**src/rtl/mmio_uart_tx_pkg.sv**
```systemverilog
// mmio_uart_tx_pkg
// Shared definitions for the memory-mapped UART transmitter: register
// offsets (word index, mem_addr[3:2]), STATUS bit positions, the 2-bit
// transmitter state encoding and the bit-time helper.
package mmio_uart_tx_pkg;

   localparam logic [1:0] REG_TXDATA = 2'd0;
   localparam logic [1:0] REG_STATUS = 2'd1;
   localparam logic [1:0] REG_DIV    = 2'd2;
   localparam logic [1:0] REG_CTRL   = 2'd3;

   localparam int STAT_FULL    = 0;
   localparam int STAT_EMPTY   = 1;
   localparam int STAT_BUSY    = 2;
   localparam int STAT_OVF     = 3;
   localparam int STAT_CNT_LSB = 8;

   typedef enum logic [1:0] {
      ST_IDLE  = 2'd0,
      ST_START = 2'd1,
      ST_DATA  = 2'd2,
      ST_STOP  = 2'd3
   } tx_state_e;

   // A divider below 2 would make a bit shorter than the reload path allows.
   function automatic logic [15:0] bit_cycles(input logic [15:0] div);
      return (div < 16'd2) ? 16'd2 : div;
   endfunction

endpackage

```
**src/rtl/mmio_uart_tx_fifo.sv**
```systemverilog
// sync_fifo
// Synchronous FIFO used as the UART transmit queue.
// Ports:
//   clk, rstn       clock, asynchronous active-low reset
//   push, din       write request and data (ignored when full unless popping)
//   pop, dout       read request (ignored when empty), head-of-queue data
//   full, empty     occupancy flags
//   count           entries held, $clog2(DEPTH)+1 bits
// DEPTH must be a power of two so the pointers wrap naturally.
module sync_fifo #(
   parameter int WIDTH = 8,
   parameter int DEPTH = 8
) (
   input  logic                     clk,
   input  logic                     rstn,
   input  logic                     push,
   input  logic                     pop,
   input  logic [WIDTH-1:0]         din,
   output logic [WIDTH-1:0]         dout,
   output logic                     full,
   output logic                     empty,
   output logic [$clog2(DEPTH):0]   count
);

   localparam int AW = $clog2(DEPTH);

   logic [WIDTH-1:0] mem_q [DEPTH];
   logic [AW-1:0]    wr_ptr_q, wr_ptr_d;
   logic [AW-1:0]    rd_ptr_q, rd_ptr_d;
   logic [AW:0]      count_q, count_d;
   logic             do_push, do_pop;

   assign full  = (count_q == (AW+1)'(DEPTH));
   assign empty = (count_q == '0);
   assign count = count_q;
   assign dout  = mem_q[rd_ptr_q];

   // A pop in the same cycle frees the slot, so a push into a full FIFO
   // is still accepted then.
   assign do_pop  = pop & ~empty;
   assign do_push = push & (~full | do_pop);

   always_comb begin
      wr_ptr_d = wr_ptr_q;
      rd_ptr_d = rd_ptr_q;
      count_d  = count_q;
      if (do_push) wr_ptr_d = wr_ptr_q + 1'b1;
      if (do_pop)  rd_ptr_d = rd_ptr_q + 1'b1;
      if (do_push && !do_pop)      count_d = count_q + 1'b1;
      else if (!do_push && do_pop) count_d = count_q - 1'b1;
   end

   always_ff @(posedge clk or negedge rstn) begin
      if (!rstn) begin
         wr_ptr_q <= '0;
         rd_ptr_q <= '0;
         count_q  <= '0;
      end else begin
         wr_ptr_q <= wr_ptr_d;
         rd_ptr_q <= rd_ptr_d;
         count_q  <= count_d;
      end
   end

   // Storage needs no reset: contents are only observed when count > 0.
   always_ff @(posedge clk) begin
      if (do_push) mem_q[wr_ptr_q] <= din;
   end

endmodule

```
**src/rtl/mmio_uart_tx.sv**
```systemverilog
// mmio_uart_tx
// Memory-mapped 8N1 UART transmitter on the mcu data bus. CPU byte writes
// to TXDATA are queued in a FIFO and shifted out LSB first on tx.
// Ports:
//   clk, rstn                 system clock, asynchronous active-low reset
//   mem_addr/wdata/wmask      bus write side (wmask != 0 means write)
//   mem_rstrb, mem_rdata      read strobe, registered read data (1-cycle)
//   tx                        serial output, idle high, driven from a flop
//   irq                       only when UART_TX_IRQ_EN is defined
// Optional feature macro: UART_TX_IRQ_EN (CTRL.irq_en and irq port).
//
// state    | meaning
// ST_IDLE  | line idle high, waiting for a queued byte
// ST_START | start bit (tx=0) for one bit time
// ST_DATA  | 8 data bits, LSB first
// ST_STOP  | stop bit (tx=1); chains straight into ST_START if bytes wait
module mmio_uart_tx
   import mmio_uart_tx_pkg::*;
#(
   parameter logic [31:0] BASE_ADDR  = 32'h0040_0000,
   parameter int          CLK_HZ     = 50_000_000,
   parameter int          BAUD       = 115200,
   parameter int          FIFO_DEPTH = 8
) (
   input  logic        clk,
   input  logic        rstn,
   input  logic [31:0] mem_addr,
   input  logic [31:0] mem_wdata,
   input  logic [3:0]  mem_wmask,
   input  logic        mem_rstrb,
   output logic [31:0] mem_rdata,
   output logic        tx
`ifdef UART_TX_IRQ_EN
   ,
   output logic        irq
`endif
);

   localparam int          CW        = $clog2(FIFO_DEPTH) + 1;
   localparam logic [15:0] DIV_RESET = 16'(CLK_HZ / BAUD);

   logic          hit, wr_en, push_req;
   logic [1:0]    reg_sel;
   logic          fifo_pop, fifo_full, fifo_empty;
   logic [7:0]    fifo_dout;
   logic [CW-1:0] fifo_count;

   logic [15:0]   div_q, div_d;
   logic          ovf_q, ovf_d;
   logic [31:0]   rdata_q, rdata_d;
   logic [31:0]   status_w, ctrl_w;
   logic [15:0]   reload_w;

   tx_state_e     state_q;
   logic [15:0]   cnt_q;
   logic [2:0]    bit_idx_q;
   logic [7:0]    shift_q;
   logic          tx_q;

   assign hit      = (mem_addr[31:4] == BASE_ADDR[31:4]);
   assign reg_sel  = mem_addr[3:2];
   assign wr_en    = hit & (|mem_wmask);
   assign push_req = wr_en & (reg_sel == REG_TXDATA) & mem_wmask[0];

   // The head is taken on the cycle the FSM leaves IDLE or finishes a stop
   // bit, which is what gives gap-free back-to-back frames.
   assign fifo_pop = ~fifo_empty &
                     ((state_q == ST_IDLE) || ((state_q == ST_STOP) && (cnt_q == 16'd0)));
   assign reload_w = bit_cycles(div_q) - 16'd1;

   sync_fifo #(.WIDTH(8), .DEPTH(FIFO_DEPTH)) u_fifo (
      .clk   (clk),
      .rstn  (rstn),
      .push  (push_req),
      .pop   (fifo_pop),
      .din   (mem_wdata[7:0]),
      .dout  (fifo_dout),
      .full  (fifo_full),
      .empty (fifo_empty),
      .count (fifo_count)
   );

`ifdef UART_TX_IRQ_EN
   logic irq_en_q, irq_en_d, irq_q, irq_d;

   always_comb begin
      irq_en_d = irq_en_q;
      if (wr_en && (reg_sel == REG_CTRL) && mem_wmask[0]) irq_en_d = mem_wdata[0];
      irq_d = irq_en_q & fifo_empty & (state_q == ST_IDLE);
   end

   always_ff @(posedge clk or negedge rstn) begin
      if (!rstn) begin
         irq_en_q <= 1'b0;
         irq_q    <= 1'b0;
      end else begin
         irq_en_q <= irq_en_d;
         irq_q    <= irq_d;
      end
   end

   assign irq    = irq_q;
   assign ctrl_w = {31'd0, irq_en_q};
`else
   assign ctrl_w = 32'd0;
`endif

   always_comb begin
      status_w                          = 32'd0;
      status_w[STAT_FULL]               = fifo_full;
      status_w[STAT_EMPTY]              = fifo_empty;
      status_w[STAT_BUSY]               = (state_q != ST_IDLE);
      status_w[STAT_OVF]                = ovf_q;
      status_w[STAT_CNT_LSB +: CW]      = fifo_count;
   end

   always_comb begin
      div_d = div_q;
      if (wr_en && (reg_sel == REG_DIV) && (mem_wmask[1:0] == 2'b11)) div_d = mem_wdata[15:0];

      // Set is evaluated after clear so a simultaneous overflow wins.
      ovf_d = ovf_q;
      if (wr_en && (reg_sel == REG_STATUS) && mem_wmask[0] && mem_wdata[STAT_OVF]) ovf_d = 1'b0;
      if (push_req && fifo_full && !fifo_pop) ovf_d = 1'b1;

      rdata_d = rdata_q;
      if (mem_rstrb && hit) begin
         case (reg_sel)
            REG_STATUS: rdata_d = status_w;
            REG_DIV:    rdata_d = {16'd0, div_q};
            REG_CTRL:   rdata_d = ctrl_w;
            default:    rdata_d = 32'd0;
         endcase
      end
   end

   always_ff @(posedge clk or negedge rstn) begin
      if (!rstn) begin
         div_q   <= DIV_RESET;
         ovf_q   <= 1'b0;
         rdata_q <= 32'd0;
      end else begin
         div_q   <= div_d;
         ovf_q   <= ovf_d;
         rdata_q <= rdata_d;
      end
   end

   // Baud down-counter reloads from the live divider at every bit boundary,
   // so a DIV write mid-frame applies from the next bit.
   always_ff @(posedge clk or negedge rstn) begin
      if (!rstn) begin
         state_q   <= ST_IDLE;
         cnt_q     <= 16'd0;
         bit_idx_q <= 3'd0;
         shift_q   <= 8'd0;
         tx_q      <= 1'b1;
      end else begin
         case (state_q)
            ST_IDLE: begin
               if (!fifo_empty) begin
                  state_q <= ST_START;
                  tx_q    <= 1'b0;
                  shift_q <= fifo_dout;
                  cnt_q   <= reload_w;
               end
            end
            ST_START: begin
               if (cnt_q == 16'd0) begin
                  state_q   <= ST_DATA;
                  tx_q      <= shift_q[0];
                  shift_q   <= {1'b0, shift_q[7:1]};
                  bit_idx_q <= 3'd0;
                  cnt_q     <= reload_w;
               end else begin
                  cnt_q <= cnt_q - 16'd1;
               end
            end
            ST_DATA: begin
               if (cnt_q == 16'd0) begin
                  cnt_q <= reload_w;
                  if (bit_idx_q == 3'd7) begin
                     state_q <= ST_STOP;
                     tx_q    <= 1'b1;
                  end else begin
                     tx_q      <= shift_q[0];
                     shift_q   <= {1'b0, shift_q[7:1]};
                     bit_idx_q <= bit_idx_q + 3'd1;
                  end
               end else begin
                  cnt_q <= cnt_q - 16'd1;
               end
            end
            ST_STOP: begin
               if (cnt_q == 16'd0) begin
                  if (!fifo_empty) begin
                     state_q <= ST_START;
                     tx_q    <= 1'b0;
                     shift_q <= fifo_dout;
                     cnt_q   <= reload_w;
                  end else begin
                     state_q <= ST_IDLE;
                  end
               end else begin
                  cnt_q <= cnt_q - 16'd1;
               end
            end
            default: state_q <= ST_IDLE;
         endcase
      end
   end

   assign tx        = tx_q;
   assign mem_rdata = rdata_q;

   logic unused_bits;
   assign unused_bits = ^{mem_addr[1:0], mem_wdata[31:16], mem_wmask[3:2]};

endmodule

```
**config.mk**
```make
export PLATFORM = sky130hd
export DESIGN_NAME = mmio_uart_tx
export DESIGN_NICKNAME = d
export VERILOG_FILES = /design/src/rtl/mmio_uart_tx_pkg.sv /design/src/rtl/mmio_uart_tx_fifo.sv /design/src/rtl/mmio_uart_tx.sv
export SDC_FILE = /design/constraint.sdc
export NUM_CORES = 1
export LEC_CHECK = 0
export ABC_AREA = 1
export CORE_UTILIZATION = 59
export DETAILED_ROUTE_END_ITERATION = 10
export PLACE_DENSITY = 0.92
export SYNTH_ARGS = -nofsm -noshare
export SYNTH_HDL_FRONTEND = slang
export SYNTH_SLANG_ARGS = --single-unit
```
**constraint.sdc**
```tcl
create_clock -name clk -period 8.4 [get_ports clk]
set_clock_uncertainty 0.15 [all_clocks]
set_input_delay 1.68 -clock clk [delete_from_list [all_inputs] [get_ports clk]]
set_output_delay 1.68 -clock clk [all_outputs]
set_load 0.02 [all_outputs]
```
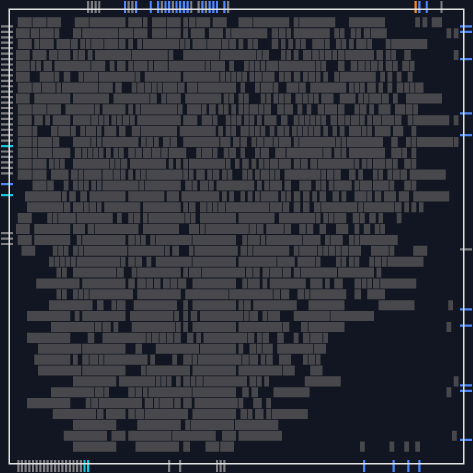
run_1/io_placement.png
(4 px per um) Pins as bars across the die edge, other pins in gray.
color	port	pins	direction	edge
cyan	mem_wmask	4	input	2 left, 2 bottom
orange	clk	1	input	top
blue	mem_rdata	32	output	17 top, 10 right, 4 bottom, 1 left
all pins by edge	33 left, 31 top, 29 bottom, 11 right
IO buf count: 67
Die H: 113 um

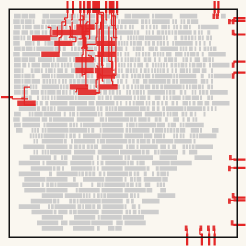
run_1/io_fan.png
(2 px per um)
color	port	bits	direction	edge	end cells	buffers	wire
red	mem_rdata	32	output	17 top, 10 right, 4 bottom, 1 left	32	16	614 um
I/O pin cnt: 104

==> job_summary.md, run 1 <==
## Synthesis and layout report

| Metric | Value |
|---|---|
| EDFF count, synth | around 64 |
| Most common cell in the netlist | nand2_1 |
| Register Area | 3760 sq um |
| Aoi share | 0.127 |
| Ys cells | approximately 850 |
| Critical path class | input pin to flop |
| Clk latency late pin | 0.42 ns |
| Sink Count | 137 |
| Logic area | roughly 3000 sq um |
| Yosys simple share | 0.218 |
| Post-synth top area share | 0.263 |
| Met1 wire length | 6970 um |
| Die width | 113 um |
| CP peak stage delay | ~0.40 ns |
| Ant diodes | 0 |
| Pwr dens | approximately 190 nW/um^2 |
| Clk pwr share | 0.472 |
| Log Warnings | 52 |
| Syn Std Cell Area | between 7000 and 8000 sq um |
| Main logic family after synthesis | simple AND/OR/NAND/NOR gates |
| CTS Buffer Depth | 2 |
| H-tree level count | 4 |
| Setup crit start | mem_addr[29] |
| Flop share of the area | 0.437 |
| CP Buf/Inv Count | 3 |
| Crit-path cells | clkdlybuf4s50_1 > nor4_1 > and3_1 > nand3_1 > nor2_1 > nand2_1 > inv_1 > ha_1 > inv_1 > ha_1 > nand2_1 > nor2_1 > a211oi_1 > nand2_1 > nand2_1 > nor2_1 > xor2_1 |
| GRT overflow | 0 |
| Final hold vios | 0 |
| Data buffer area share | 0.0785 |
| Gpl congestion | 0.884 |
| Endpoint type of the worst setup path | flop |
| Layout cell share with drive strength beyond 1 | 0.0728 |
| Layout Area Growth over Synthesis | 17.8% |
| R2r endpoint | u_fifo.count[3]$_DFFE_PN0P_ |
| Leading cell types by count after synthesis | nand2_1 (198), o21ai_0 (101), nor2_1 (93), inv_1 (88), dfrtp_1 (67) |
| Post-CTS Setup Bufs | 0 |
| 1st-pass router iterations | 5 |
| Max-Slew Margin vs Limit | 0.232 |
| Xor+xnor area frac | 0.0276 |
| Met1 GRT Util | 0.365 |
| Worst hold slack | between 0.3 and 0.4 ns |
| RSZ-0062 raised after global routing | false |
| Critical Path AT | roughly 4.6 ns |
| Reg-to-reg slack, setup | about 4.6 ns |
| Flop pwr share | 0.456 |
| Outcome | finished, final reports clean |
| Logic gate share of total power | 0.072 |
| Largest class | registers |
| Top_reg_cell synth | dfrtp_1 |
| TNS Setup | 0 ns |
| Top post-synthesis cells by area | edfxtp_1 (26%), dfrtp_1 (23%), nand2_1 (10%) |
| Max Clock Freq | around 0.23 GHz |
| Area of placed instances | roughly 8000 sq um |
| Non-clk bufs | 68 |
| Yosys adder share | 0.0319 |
| Antenna violations before repair | 0 |
| Worst VDD drop | about 0.17 mV |
| Max Slew Vio Count | 0 |
| Top logic cell by instance count in the layout | nand2_1 |
| Slowest cell on the critical path | clkdlybuf4s50_1 |
| Largest net degree at the start of global routing | about 74 |
| Fin area | 8600 sq um |
| Setup violations, final | 0 |
| GRT Overall Usage | 0.284 |
| Synth Seq Share | 0.514 |
| Dominant logic cell types in the final layout | nand2_1 (198), o21ai_0 (101), nor2_1 (93), inv_1 (88), dfrtp_1 (67) |
| ClkCell Share | 0.0708 |
| Count of multi-input combinational gates | between 500 and 600 |
| Number of global-route vias before repair | around 5700 |
| Chip Area | 12800 sq um |
| Post-layout worst setup margin | slightly below 4 ns |
| Placement-stage worst setup slack | about 3.6 ns |
| Worst EP required | 8.55 ns |
| Total CTS buffers | 17 |
| Reg-to-Reg Start | u_fifo.count[0]$_DFFE_PN0P_ |
| Placed Instances | approximately 1100 |
| Iter 0 DRT Violations | 693 |
| Reg2Reg Depth | 15 |
| GR Layer Usage met2 | 0.449 |
| Critical Path Start Type | input pin |
| Crit path max-delay family | simple AND/OR/NAND/NOR gates |
| Nets | 996 |
| Netlist cell types | around 46 |
| Yosys warning tally | 0 |
| Metal2 WL | about 8400 um |
| Cycle use final | 0.527 |
| Largest area contributor in the netlist | edfxtp_1 |
| Net Switching | around 0.38 mW |
| Row Count | 40 |
| Non-clk invs | about 90 |
| Yosys reg bits | between 100 and 150 |
| FFs w/ async S/R, synth | 0.533 |
| FFs & Latches | roughly 140 |
| Maxcap violations | 0 |
| Fillers | around 810 |
| Hpwl dp | approximately 11000 um |
| Worst Setup EP | u_fifo.count[3]$_DFFE_PN0P_ |
| CTS tree | yes |
| Largest register FFs | ~64 |
| Routed wire length | between 15000 and 20000 um |
| Top Consumer | clock |
| LEAKAGE | between 3 and 4 nW |
| CP most frequent cell | nand2_1 |
| Synth Area per Inst | between 8 and 9 sq um |
| Pint | between 1 and 1.5 mW |
| Hold Crit Class | flop to flop |
| Largest Register | u_fifo.mem_q |
| Global-route wire length before repair | 27800 um |
| Combinational share of cell area | 0.350 |
| Actual slew at the worst max-slew pin | approximately 1.1 ns |
| P_clk | around 0.77 mW |
| Vias | 6133 |
| Clk pin slew, worst setup/hold paths | approximately 0.06 ns |
| DR WL/cell | approximately 16 um |
| Critical path depth | 17 |
| Cell count after synthesis | ~850 |
| Seq power | 0.743 mW |
| Switching part of the total | 0.231 |
| Core area | 12100 sq um |
| Yosys stat chip area | 7300 sq um |
| GR Util met3 | 0.0611 |
| Met3 WL | between 1000 and 1500 um |
| Mux share | 0 |
| Power consumption | between 1.5 and 2 mW |
| DR top layer | met4 |
| Comb. pwr | approximately 0.12 mW |
| # clk buffers | 19 |
| Post_cts resized | 0 |
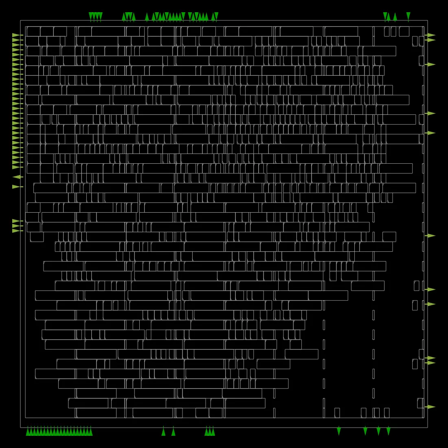
run_1/placement.png
TAP cells: 168
non-filler instance count after layout: 1088
Finished Core Util: 0.713

==> run 1: worst min path at each step <==
stage                              from                       end  cells past startpoint
3_5_place_dp     shift_q[3]$_DFFE_PN0P_    shift_q[3]$_DFFE_PN0P_                      2
4_1_cts          shift_q[2]$_DFFE_PN0P_    shift_q[2]$_DFFE_PN0P_                      2
6_report         shift_q[3]$_DFFE_PN0P_    shift_q[3]$_DFFE_PN0P_                      2
3_3_place_gp     shift_q[4]$_DFFE_PN0P_    shift_q[4]$_DFFE_PN0P_                      2
5_1_grt        bit_idx_q[1]$_DFFE_PN0P_  bit_idx_q[1]$_DFFE_PN0P_                      2
2_1_floorplan    shift_q[1]$_DFFE_PN0P_    shift_q[1]$_DFFE_PN0P_                      2
==> inputs of run 2 (changes only) <==
--- a/config.mk
+++ b/config.mk
@@ -6,9 +6,9 @@
 export NUM_CORES = 1
 export LEC_CHECK = 0
 export ABC_AREA = 1
-export CORE_UTILIZATION = 59
+export CORE_UTILIZATION = 50
 export DETAILED_ROUTE_END_ITERATION = 10
-export PLACE_DENSITY = 0.92
+export PLACE_DENSITY = 0.84
 export SYNTH_ARGS = -nofsm -noshare
 export SYNTH_HDL_FRONTEND = slang
 export SYNTH_SLANG_ARGS = --single-unit
==> constraint.sdc (replaced) <==
create_clock -name clk -period 3.7 [get_ports clk]
set_clock_uncertainty 0.15 [all_clocks]
set_input_delay 0.74 -clock clk [delete_from_list [all_inputs] [get_ports clk]]
set_output_delay 0.74 -clock clk [all_outputs]
set_load 0.02 [all_outputs]
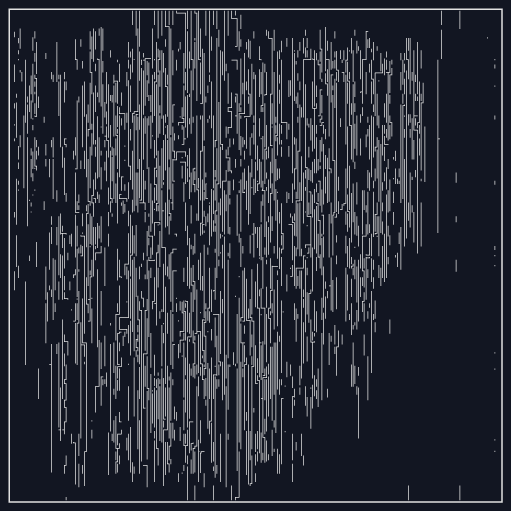
run_2/layer_met2.png
(4 px per um)
nets with wire on the layer	788
longest straight run	43.2 um
share of all routed wire	50%
routed wire length: 17700 um
vias: 6123

==> job_summary.md, run 2 <==
## Synthesis and layout report

| Metric | Value |
|---|---|
| Worst VDD drop | 0.317 mV (was 0.167 mV) |
| Synth Seq Share | 0.514 (unchanged) |
| Yosys adder share | 0.0319 (unchanged) |
| Pint | 2.82 mW (was 1.25 mW) |
| GR Util met3 | 0.0511 (was 0.0611) |
| Chip Area | 15100 sq um (was 12800 sq um) |
| Hold Crit Class | input pin to asynchronous set/reset pin (was flop to flop) |
| Clk pin slew, worst setup/hold paths | 0.06 ns (about the same) |
| R2r endpoint | u_fifo.count[3]$_DFFE_PN0P_ (unchanged) |
| Iter 0 DRT Violations | 693 (unchanged) |
| Antenna violations before repair | 0 (unchanged) |
| Final hold vios | 0 (unchanged) |
| CP most frequent cell | nor2_1 (was nand2_1) |
| Non-filler instance count after layout | 1117 (was 1088) |
| CTS tree | yes (unchanged) |
| Dominant logic cell types in the final layout | nand2_1 (198), o21ai_0 (101), nor2_1 (93), inv_1 (88), dfrtp_1 (67) (unchanged) |
| Placement-stage worst setup slack | 0.0168 ns (was 3.56 ns) |
| Initial Util | 0.520 (was 0.605) |
| Metal2 WL | 8780 um (was 8420 um) |
| Aoi share | 0.127 (unchanged) |
| Endpoint type of the worst setup path | flop (unchanged) |
| Syn Std Cell Area | 7300 sq um (unchanged) |
| P_clk | 1.73 mW (was 0.768 mW) |
| Seq power | 1.69 mW (was 0.743 mW) |
| Worst Setup EP | u_fifo.count[3]$_DFFE_PN0P_ (unchanged) |
| GR Layer Usage met2 | 0.410 (was 0.449) |
| Clk latency late pin | 0.43 ns (was 0.42 ns) |
| Xor+xnor area frac | 0.0276 (unchanged) |
| Largest Register | u_fifo.mem_q (unchanged) |
| Die H | 123 um (was 113 um) |
| Max Slew Vio Count | 0 (unchanged) |
| Die width | 123 um (was 113 um) |
| DR WL/cell | 15.9 um (about the same) |
| Ant diodes | 0 (unchanged) |
| Hpwl dp | 11200 um (was 11000 um) |
| Crit path max-delay family | simple AND/OR/NAND/NOR gates (unchanged) |
| Crit-path cells | inv_1 > ha_1 > nand4_4 > nor2_2 > nand2_2 > o21ai_2 > nor2_1 > inv_2 > nand2_1 > inv_1 > ha_1 > inv_1 > ha_1 > nand2_1 > nor2_1 > a211oi_1 > nor2_1 > nor2_1 > xor2_1 (was clkdlybuf4s50_1 > nor4_1 > and3_1 > nand3_1 > nor2_1 > nand2_1 > inv_1 > ha_1 > inv_1 > ha_1 > nand2_1 > nor2_1 > a211oi_1 > nand2_1 > nand2_1 > nor2_1 > xor2_1) |
| Yosys warning tally | 0 (unchanged) |
| Post_cts resized | 0 (unchanged) |
| Yosys stat chip area | 7300 sq um (unchanged) |
| Area of placed instances | 8140 sq um (was 7990 sq um) |
| Largest area contributor in the netlist | edfxtp_1 (unchanged) |
| Pwr dens | 422 nW/um^2 (was 189 nW/um^2) |
| Slowest cell on the critical path | dfrtp_1 (was clkdlybuf4s50_1) |
| Row Count | 43 (was 40) |
| Nets | 1013 (was 996) |
| Top_reg_cell synth | dfrtp_1 (unchanged) |
| Gpl congestion | 0.865 (was 0.884) |
| Leading cell types by count after synthesis | nand2_1 (198), o21ai_0 (101), nor2_1 (93), inv_1 (88), dfrtp_1 (67) (unchanged) |
| Critical path depth | 19 (was 17) |
| TNS Setup | 0 ns (unchanged) |
| Yosys simple share | 0.218 (unchanged) |
| GRT overflow | 0 (unchanged) |
| DR top layer | met4 (unchanged) |
| Ys cells | 851 (unchanged) |
| Min Tclk post-route | between 3 and 4 ns |
| Top logic cell by instance count in the layout | nand2_1 (unchanged) |
| Logic gate share of total power | 0.073 (was 0.072) |
| Post-layout worst setup margin | 0.272 ns (was 3.97 ns) |
| CP peak stage delay | 0.41 ns (was 0.40 ns) |
| CP Buf/Inv Count | 4 (was 3) |
| Main logic family after synthesis | simple AND/OR/NAND/NOR gates (unchanged) |
| Netlist cell types | 46 (unchanged) |
| Fin area | 8740 sq um (was 8600 sq um) |
| 1st-pass router iterations | 5 (unchanged) |
| Total CTS buffers | 17 (unchanged) |
| H-tree level count | 4 (unchanged) |
| Switching part of the total | 0.236 (was 0.231) |
| Power consumption | 3.69 mW (was 1.63 mW) |
| Largest register FFs | 64 (unchanged) |
| Flop pwr share | 0.458 (was 0.456) |
| Most common cell in the netlist | nand2_1 (unchanged) |
| Reg-to-Reg Start | cnt_q[0]$_DFF_PN0_ (was u_fifo.count[0]$_DFFE_PN0P_) |
| Worst hold slack | 0.312 ns (was 0.335 ns) |
| IO buf count | 67 (unchanged) |
| Actual slew at the worst max-slew pin | 0.977 ns (was 1.15 ns) |
| Core area | 14000 sq um (was 12100 sq um) |
| Met1 GRT Util | 0.326 (was 0.365) |
| Post-synth top area share | 0.263 (unchanged) |
| Critical Path Start Type | flop (was input pin) |
| Top post-synthesis cells by area | edfxtp_1 (26%), dfrtp_1 (23%), nand2_1 (10%) (unchanged) |
| Net Switching | 0.869 mW (was 0.377 mW) |
| Cycle use final | 0.927 |
| Largest net degree at the start of global routing | 74 (unchanged) |
| Outcome | finished, final reports clean (unchanged) |
| EDFF count, synth | 64 (unchanged) |
| Comb. pwr | 0.269 mW (was 0.117 mW) |
| Synth Area per Inst | 8.58 sq um (unchanged) |
| GRT Overall Usage | 0.252 (was 0.284) |
| CTS root buf | clkbuf_16 (unchanged) |
| Critical Path AT | 3.62 ns (was 4.58 ns) |
| Sink Count | 137 (unchanged) |
| Layout cell share with drive strength beyond 1 | 0.0875 (was 0.0728) |
| Met1 wire length | 7250 um (was 6970 um) |
| Post-CTS Setup Bufs | 0 (unchanged) |
| Global-route wire length before repair | 28600 um (was 27800 um) |
| Clk pwr share | 0.469 (was 0.472) |
| Top Consumer | clock (unchanged) |
| LEAKAGE | 3.70 nW (was 3.63 nW) |
| Max-Slew Margin vs Limit | 0.348 (was 0.232) |
| I/O pin cnt | 104 (unchanged) |
| Reg-to-reg slack, setup | 0.27 ns (was 4.61 ns) |
| Met3 WL | 1290 um (was 1270 um) |
| Mux share | 0 (unchanged) |
| Yosys reg bits | 137 (unchanged) |
| Worst EP required | 3.89 ns (was 8.55 ns) |
| Max Clock Freq | 0.292 GHz |
| Reg2Reg Depth | 19 (was 15) |
| Layout Area Growth over Synthesis | 19.7% (was 17.8%) |
| Finished Core Util | 0.622 (was 0.713) |
| RSZ-0062 raised after global routing | false (unchanged) |
| Number of global-route vias before repair | 5892 (was 5729) |
| CTS Buffer Depth | 2 (unchanged) |
| FFs w/ async S/R, synth | 0.533 (unchanged) |
| Maxcap violations | 0 (unchanged) |
| DRC | 0 (unchanged) |
| Cell count after synthesis | 851 (unchanged) |
| Setup crit start | cnt_q[0]$_DFF_PN0_ (was mem_addr[29]) |
| Setup violations, final | 0 (unchanged) |
| Log Warnings | 52 (unchanged) |
| Critical path class | flop to flop (was input pin to flop) |
| Placed Instances | 1085 (was 1056) |
-- run 2: cell counts after synthesis --
Identical to the previous run, type by type.
-- run 2: kinds of logic (layout without fill, tap and decap cells) --
kind of cell | after synthesis | count (layout)
AOI/OAI and AO/OA | 163 | 163
xor gates and xnor gates | 23 | 23
adders and majority gates | 18 | 18
buffers and inverters | 136 | 207
DFF | 137 | 137
other | 1 | 16
and+or+nand+nor | 373 | 373
-- run 2: area by class of cell --
type | instances | area [sq um]
fill | 1065 | 5310
timing repair buffer | 85 | 803
sequential | 137 | 3760
clock buffer | 18 | 429
clock inverter | 14 | 171
tap | 180 | 225
inverter | 90 | 338
multi-input combinational | 593 | 3010
==> inputs of run 3 (changes only) <==
--- a/config.mk
+++ b/config.mk
@@ -7,6 +7,7 @@
 export LEC_CHECK = 0
 export ABC_AREA = 1
 export CORE_UTILIZATION = 50
+export CTS_CLUSTER_DIAMETER = 200
 export DETAILED_ROUTE_END_ITERATION = 10
 export PLACE_DENSITY = 0.84
 export SYNTH_ARGS = -nofsm -noshare
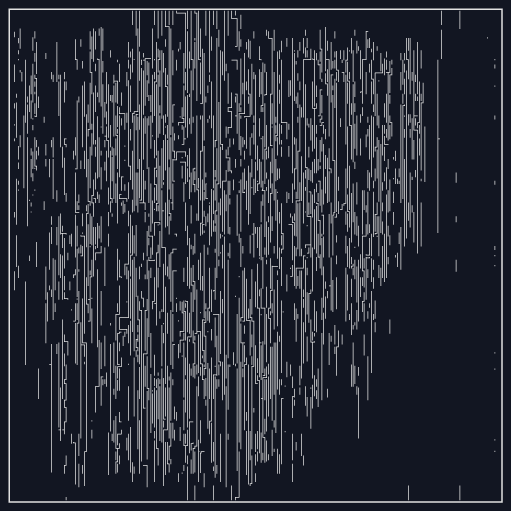
run_3/layer_met2.png
(4 px per um)
main direction	vertical
share of all routed wire	50%
nets with wire on the layer	788
wire length on this layer	8780 um
GR Layer Usage met2: 0.410

==> job_summary.md, run 3 <==
## Synthesis and layout report

| Metric | Value |
|---|---|
| Critical Path AT | 3.62 ns (about the same) |
| Worst Setup EP | u_fifo.count[3]$_DFFE_PN0P_ (unchanged) |
| Iter 0 DRT Violations | 693 (unchanged) |
| FFs w/ async S/R, synth | 0.533 (unchanged) |
| Die H | 123 um (unchanged) |
| CP peak stage delay | 0.41 ns (about the same) |
| Top_reg_cell synth | dfrtp_1 (unchanged) |
| Post-synth top area share | 0.263 (unchanged) |
| Gpl congestion | 0.865 (unchanged) |
| Post-CTS Setup Bufs | 0 (unchanged) |
| Max Clock Freq | 0.292 GHz (unchanged) |
| Largest Register | u_fifo.mem_q (unchanged) |
| R2r endpoint | u_fifo.count[3]$_DFFE_PN0P_ (unchanged) |
| Logic area | 3010 sq um (unchanged) |
| Top Consumer | clock (unchanged) |
| Outcome | finished, final reports clean (unchanged) |
| Slowest cell on the critical path | dfrtp_1 (unchanged) |
| Met3 WL | 1290 um (unchanged) |
| Maxcap violations | 0 (unchanged) |
| Most common cell in the netlist | nand2_1 (unchanged) |
| Die width | 123 um (unchanged) |
| GRT Overall Usage | 0.252 (unchanged) |
| Net Switching | 0.869 mW (unchanged) |
| Comb. pwr | 0.269 mW (about the same) |
| Post_cts resized | 0 (unchanged) |
| Largest area contributor in the netlist | edfxtp_1 (unchanged) |
| Top post-synthesis cells by area | edfxtp_1 (26%), dfrtp_1 (23%), nand2_1 (10%) (unchanged) |
| Largest register FFs | 64 (unchanged) |
| GRT overflow | 0 (unchanged) |
| Met1 wire length | 7250 um (unchanged) |
| Dominant logic cell types in the final layout | nand2_1 (198), o21ai_0 (101), nor2_1 (93), inv_1 (88), dfrtp_1 (67) (unchanged) |
| Hpwl dp | 11200 um (unchanged) |
| Count of multi-input combinational gates | 593 (unchanged) |
| Ys cells | 851 (unchanged) |
| Actual slew at the worst max-slew pin | 0.977 ns (unchanged) |
| Non-clk bufs | 85 (unchanged) |
| Yosys stat chip area | 7300 sq um (unchanged) |
| Reg2Reg Depth | 19 (unchanged) |
| Flop share of the area | 0.430 (unchanged) |
| Layout Area Growth over Synthesis | 19.7% (unchanged) |
| Seq power | 1.69 mW (about the same) |
| P_clk | 1.73 mW (about the same) |
| Logic gate share of total power | 0.073 (about the same) |
| Core area | 14000 sq um (unchanged) |
| # clk buffers | 18 (unchanged) |
| CTS tree | yes (unchanged) |
| Global-route wire length before repair | 28600 um (unchanged) |
| Chip Area | 15100 sq um (unchanged) |
| Largest net degree at the start of global routing | 74 (unchanged) |
| Yosys warning tally | 0 (unchanged) |
| Crit-path cells | inv_1 > ha_1 > nand4_4 > nor2_2 > nand2_2 > o21ai_2 > nor2_1 > inv_2 > nand2_1 > inv_1 > ha_1 > inv_1 > ha_1 > nand2_1 > nor2_1 > a211oi_1 > nor2_1 > nor2_1 > xor2_1 (unchanged) |
| Syn Std Cell Area | 7300 sq um (unchanged) |
| Netlist cell types | 46 (unchanged) |
| Switching part of the total | 0.236 (unchanged) |
| Min Tclk post-route | 3.43 ns (unchanged) |
| Synth Seq Share | 0.514 (unchanged) |
| Register Area | 3760 sq um (unchanged) |
| Flop pwr share | 0.458 (about the same) |
| Worst VDD drop | 0.317 mV (unchanged) |
| Clk latency late pin | 0.43 ns (about the same) |
| DRC | 0 (unchanged) |
| 1st-pass router iterations | 5 (unchanged) |
| I/O pin cnt | 104 (unchanged) |
| Max Slew Vio Count | 0 (unchanged) |
| Worst EP required | 3.89 ns (about the same) |
| CP Buf/Inv Count | 4 (unchanged) |
| TNS Setup | 0 ns (unchanged) |
| Routed wire length | 17700 um (unchanged) |
| ClkCell Share | 0.0687 (unchanged) |
| CTS root buf | clkbuf_16 (unchanged) |
| Leading cell types by count after synthesis | nand2_1 (198), o21ai_0 (101), nor2_1 (93), inv_1 (88), dfrtp_1 (67) (unchanged) |
| Setup crit start | cnt_q[0]$_DFF_PN0_ (unchanged) |
| Total CTS buffers | 17 (unchanged) |
| Clk pin slew, worst setup/hold paths | 0.06 ns (about the same) |
| Nets | 1013 (unchanged) |
| Initial Util | 0.520 (unchanged) |
| H-tree level count | 4 (unchanged) |
| Endpoint type of the worst setup path | flop (unchanged) |
| Top logic cell by instance count in the layout | nand2_1 (unchanged) |
| RSZ-0062 raised after global routing | false (unchanged) |
| TAP cells | 180 (unchanged) |
| Fillers | 1065 (unchanged) |
| Setup violations, final | 0 (unchanged) |
| Layout cell share with drive strength beyond 1 | 0.0875 (unchanged) |
| Sink Count | 137 (unchanged) |
| Critical Path Start Type | flop (unchanged) |
-- run 3: kinds of logic (layout without fill, tap and decap cells) --
group	after synthesis	in the layout	share of synthesized area
flops	137	137	0.514
fa+ha+maj	18	18	0.0319
compound gates	163	163	0.127
simple gates	373	373	0.218
xor+xnor	23	23	0.0276
other cells	1	16	0.000514
buf+inv	136	207	0.0805
-- run 3: metrics by stage --
stage	power [mW]	util	setup WS [ns]	area [sq um]	std cells
after global placement	1.97	0.579	0.0948	8140	1085
after floorplan	1.86	-	0.593	7360	866
after detailed placement	1.98	0.579	0.0168	8140	1085
after CTS	3.70	0.622	0.269	8740	1117
after global routing	3.79	0.622	0.0646	8740	1117
final	3.69	0.622	0.272	8740	1117
Power figures rest on the tool's default switching activity, not on a simulated workload.
